Clock routing:
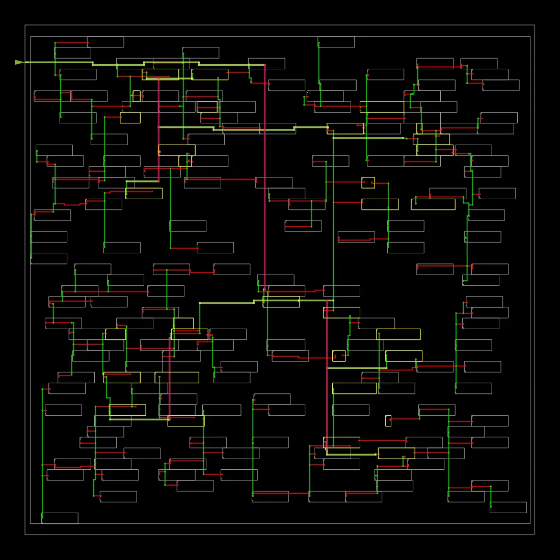
Zoomed window:
Bar = 5 µm. Region (54, 80) to (74, 100) µm. Cells in gray, sequential cells in the stronger gray; small squares are vias.
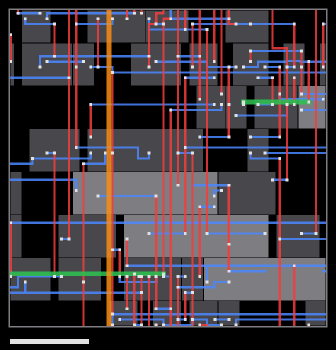
File: config.mk
export PLATFORM = sky130hd
export DESIGN_NAME = safev_fetch
export DESIGN_NICKNAME = d
export VERILOG_FILES = /design/src/rtl/safev_pkg.sv /design/src/rtl/safev_if_id_reg.sv /design/src/rtl/safev_fetch.sv
export SDC_FILE = /design/constraint.sdc
export NUM_CORES = 1
export LEC_CHECK = 0
export CORE_UTILIZATION = 43
export DETAILED_ROUTE_END_ITERATION = 8
export PLACE_DENSITY_LB_ADDON = 0.05
export SYNTH_ARGS = -nofsm -noshare
export SYNTH_HDL_FRONTEND = slang
export SYNTH_SLANG_ARGS = --single-unit
File: constraint.sdc
create_clock -name CLOCK_50 -period 2 [get_ports CLOCK_50]
set_clock_uncertainty 0.2 [all_clocks]
set_input_delay 0.4 -clock CLOCK_50 [delete_from_list [all_inputs] [get_ports CLOCK_50]]
set_output_delay 0.4 -clock CLOCK_50 [all_outputs]
set_load 0.005 [all_outputs]
File: src/rtl/safev_pkg.sv
// Shared definitions for the SAFEV core front end.
// Contents:
//   XLEN               - architectural register and address width
//   RESET_PC_DEFAULT   - default program counter after reset
//   NOP_INSTR_DEFAULT  - canonical bubble instruction (addi x0,x0,0)
//   fetch_state_e      - fetch stage state encoding
//   word_align()       - clears the byte-offset bits of an address
package safev_pkg;

  localparam int XLEN = 32;

  localparam logic [XLEN-1:0] RESET_PC_DEFAULT  = 32'h0000_0000;
  localparam logic [XLEN-1:0] NOP_INSTR_DEFAULT = 32'h0000_0013;

  typedef enum logic [1:0] {
    IDLE = 2'd0,
    REQ  = 2'd1,
    HALT = 2'd2
  } fetch_state_e;

  // Instructions are always 4-byte aligned, so redirect targets drop bits [1:0].
  function automatic logic [XLEN-1:0] word_align(input logic [XLEN-1:0] addr);
    return addr & ~32'd3;
  endfunction

endpackage

File: src/rtl/safev_if_id_reg.sv
// One-entry pipeline slot carrying a fetched instruction to decode.
// Ports:
//   clk, rst_n         - clock and asynchronous active-low reset
//   load               - capture load_instr/load_pc into the slot
//   consume            - downstream took the slot (ignored when load or flush)
//   flush              - drop the slot contents and show a bubble
//   load_instr,load_pc - incoming instruction word and its address
//   valid,instr,pc,pc4 - slot contents; pc4 is pc+4 for link registers
module safev_if_id_reg
  import safev_pkg::*;
#(
  parameter logic [XLEN-1:0] NOP_INSTR = NOP_INSTR_DEFAULT
) (
  input  logic            clk,
  input  logic            rst_n,
  input  logic            load,
  input  logic            consume,
  input  logic            flush,
  input  logic [XLEN-1:0] load_instr,
  input  logic [XLEN-1:0] load_pc,
  output logic            valid,
  output logic [XLEN-1:0] instr,
  output logic [XLEN-1:0] pc,
  output logic [XLEN-1:0] pc4
);

  // Flush wins over everything so a wrong-path instruction never survives;
  // a load at the same edge as a consume simply replaces the drained entry.
  always_ff @(posedge clk or negedge rst_n) begin
    if (!rst_n) begin
      valid <= 1'b0;
      instr <= NOP_INSTR;
      pc    <= '0;
      pc4   <= '0;
    end else if (flush) begin
      valid <= 1'b0;
      instr <= NOP_INSTR;
    end else if (load) begin
      valid <= 1'b1;
      instr <= load_instr;
      pc    <= load_pc;
      pc4   <= load_pc + 32'd4;
    end else if (consume) begin
      valid <= 1'b0;
    end
  end

endmodule

File: src/rtl/safev_fetch.sv
// Instruction-fetch stage of the SAFEV RISC-V core.
// Owns the PC, runs a req/ack instruction-memory handshake with variable
// latency, and presents fetched words to decode through a one-entry slot.
// Ports:
//   CLOCK_50, reset_n        - core clock, asynchronous active-low reset
//   imem_req, imem_addr      - fetch request, held until imem_ack
//   imem_ack, imem_rdata     - single-cycle response strobe and data
//   redirect, redirect_pc    - PC change request from execute
//   hlt                      - decode reports a halt instruction in the slot
//   id_ready                 - decode accepts the slot this cycle
//   id_valid, id_instr,
//   id_pc, id_pc4            - slot contents towards decode
//   halted                   - fetch has stopped until reset
module safev_fetch
  import safev_pkg::*;
#(
  parameter logic [XLEN-1:0] RESET_PC  = RESET_PC_DEFAULT,
  parameter logic [XLEN-1:0] NOP_INSTR = NOP_INSTR_DEFAULT
) (
  input  logic            CLOCK_50,
  input  logic            reset_n,
  output logic            imem_req,
  output logic [XLEN-1:0] imem_addr,
  input  logic            imem_ack,
  input  logic [XLEN-1:0] imem_rdata,
  input  logic            redirect,
  input  logic [XLEN-1:0] redirect_pc,
  input  logic            hlt,
  input  logic            id_ready,
  output logic            id_valid,
  output logic [XLEN-1:0] id_instr,
  output logic [XLEN-1:0] id_pc,
  output logic [XLEN-1:0] id_pc4,
  output logic            halted
);

  fetch_state_e    state;
  fetch_state_e    state_next;
  logic [XLEN-1:0] pc;
  logic            squash;

  logic launch;
  logic accept;
  logic take_redirect;
  logic slot_flush;

  // State register.
  always_ff @(posedge CLOCK_50 or negedge reset_n) begin
    if (!reset_n) begin
      state <= IDLE;
    end else begin
      state <= state_next;
    end
  end

  // Next-state logic. Redirect outranks hlt because a halt seen alongside a
  // redirect is on the wrong path. An outstanding request always runs to
  // its ack before the stage is allowed to stop.
  always_comb begin
    state_next = state;
    case (state)
      IDLE: begin
        if (redirect)                      state_next = IDLE;
        else if (hlt)                      state_next = HALT;
        else if (!id_valid || id_ready)    state_next = REQ;
      end
      REQ: begin
        if (imem_ack) state_next = (hlt && !redirect) ? HALT : IDLE;
      end
      HALT:    state_next = HALT;
      default: state_next = IDLE;
    endcase
  end

  // Control decode. A response is only kept when nothing has made it stale:
  // no earlier redirect (squash), no redirect now, and no pending halt.
  // Entering HALT also empties the slot so decode sees no valid instruction.
  always_comb begin
    launch        = (state == IDLE) && (state_next == REQ);
    accept        = (state == REQ) && imem_ack && !squash && !redirect && !hlt;
    take_redirect = redirect && (state != HALT);
    slot_flush    = take_redirect || ((state != HALT) && (state_next == HALT));
  end

  assign imem_req = (state == REQ);
  assign halted   = (state == HALT);

  // PC, squash flag and the latched request address. Squash marks the
  // in-flight response as dead when a redirect arrives before its ack.
  always_ff @(posedge CLOCK_50 or negedge reset_n) begin
    if (!reset_n) begin
      pc        <= RESET_PC;
      squash    <= 1'b0;
      imem_addr <= RESET_PC;
    end else begin
      if (take_redirect)  pc <= word_align(redirect_pc);
      else if (accept)    pc <= pc + 32'd4;

      if ((state == REQ) && imem_ack)    squash <= 1'b0;
      else if (take_redirect && (state == REQ)) squash <= 1'b1;

      if (launch) imem_addr <= pc;
    end
  end

  safev_if_id_reg #(
    .NOP_INSTR(NOP_INSTR)
  ) u_slot (
    .clk       (CLOCK_50),
    .rst_n     (reset_n),
    .load      (accept),
    .consume   (id_valid && id_ready),
    .flush     (slot_flush),
    .load_instr(imem_rdata),
    .load_pc   (pc),
    .valid     (id_valid),
    .instr     (id_instr),
    .pc        (id_pc),
    .pc4       (id_pc4)
  );

endmodule

==> flow_summary.yaml <==
# physical design summary
yosys:
  ys_sh_xor_pct: 5.39
  ys.flop_type: "dfrtp_1"
  ys_cells: 653
  simple_gate_share_pct: 16.9
  synth_area_leader_cell: "dfrtp_1"
  synth_compound_gate_area_share_pct: 11.1
  ys_top_cells_by_count: "dfrtp_1 (153), nand2_1 (151), o21ai_0 (54)"
  logic_family: "simple AND/OR/NAND/NOR gates"
  yosysChipArea_mm2: 0.00683
  synth_top_cell_by_count: "dfrtp_1"
  netlist.area_leader.share_pct: 56.1
  ys_warn_count: 0
  synth.distinct_cells: 44
  syn_area_per_cell_um2: 10.5
clock_tree:
  postCtsSetupBuffers: 4
  cts_root_buf: "clkbuf_16"
  h-tree-depth: 4
  ctsHoldBuffers: 1
  clkTransAtPathRegs_ns: 0.06
  cts_tree: "done"
detailed_routing:
  top_layer_used: "met4"
  drt_iter0_markers: 258
  dr.pass1.iters: 4
  wl_met2_um: 8970
  ant_nets: 0
  drc: 0
  viasPerCell: 4.99
worst_setup_path:
  reg2reg_from: "state[1]$_DFF_PN0_"
  timing.rr.end: "pc[19]$_DFFE_PN0P_"
  critPathBufInv: 1
  rr_worst_depth: 6
  regToRegSetupSlack_ns: -0.08
  cp-start-kind: "register"
  crit_start: "state[1]$_DFF_PN0_"
  critPathTopFamily: "simple AND/OR/NAND/NOR gates"
  path_class: "reg2reg"
  worstPathCellList: "nand3b_1 -> or4_4 -> buf_12 -> nor4_4 -> xnor2_1 -> o21ai_2"
  max_stage_delay_ns: 0.51
  endpoint: "pc[19]$_DFFE_PN0P_"
  path_depth: 6
outcome:
  failed_checks: "negative setup slack"
  status: "finished with violations"
layout:
  seq_share_pct: 37.7
  area_growth_pct: 51.9
  inv_count: 10
  design_area_mm2: 0.0104
  diodes: 0
  fin_cells: 1125
  nNetsFinal: 972
  sh_comb_area_pct: 26.4
  lay_top_cells: "clkdlybuf4s50_1 (183), dfrtp_1 (152), nand2_1 (150), buf_4 (73), o21ai_0 (48)"
  dominant_cells: "flip-flops and latches"
  logic_area_mm2: 0.00274
  largest_register: "u_slot.instr"
  lay_top_count: "clkdlybuf4s50_1"
  drive_gt1_share_pct: 20.5
  final_util_pct: 67.5
  regArea_mm2: 0.00391
place:
  routabilityCongestion: 0.910
  place.detailed.hpwl_um: 13400
  placed_cells: 1078
floorplan:
  dieArea_mm2: 0.0164
  die_y_um: 128
  coreArea_mm2: 0.0154
  ios: 201
run:
  max_cap_viol_count: 0
  warning_count: 31
timing:
  setup_slack_ns: -0.0758
  rsz0062_at_grt: "true"
  fmax_mhz: 482
  fin_crit_sh_pct: 104
  hold_viol: 0
  setup_viol_count_final: 4
  fin_tns_setup_ns: -0.161
power:
  power_leakage_nw: 4.69
  power_frac_seq_pct: 37.3
  powerClk_w: 0.00361
  p_comb_share_pct: 32.7
  fin_total_pwr_w: 0.0120
  powerDensity_mw_per_mm2: 1160
  p_seq_w: 0.00450
  power_frac_clock_pct: 29.9
global_routing:
  antenna_found_initial: 0
  busiest_layer: "met2"
  grt_use_met2_pct: 38.4
  grt_start_max_net_pins: 39
  met3_usage_pct: 6.18
  track_usage_pct: 24.1
  grt_pass1_vias: 5582
  globalRouteOverflowTotal: 0
min_path:
  holdPathEnd: "squash$_DFFE_PN0P_"
Notes on 'clock routing' above:
clk_lat worst skew: 0.42 ns
CTS sink count: 156
CTS buffer count: 17
flop count: 156
CLK BUF: 23

Notes on 'zoomed window' above:
color	layer
blue	metal 1
orange	metal 4
green	metal 3
red	metal 2
sequential cells in the window	3
most frequent	buf_4 (5), nor2_1 (4)
netlist names of flops here include	pc (2), u_slot.pc (1)
cells with their middle in the window	31

Power is estimated from default activity; no workload was simulated.
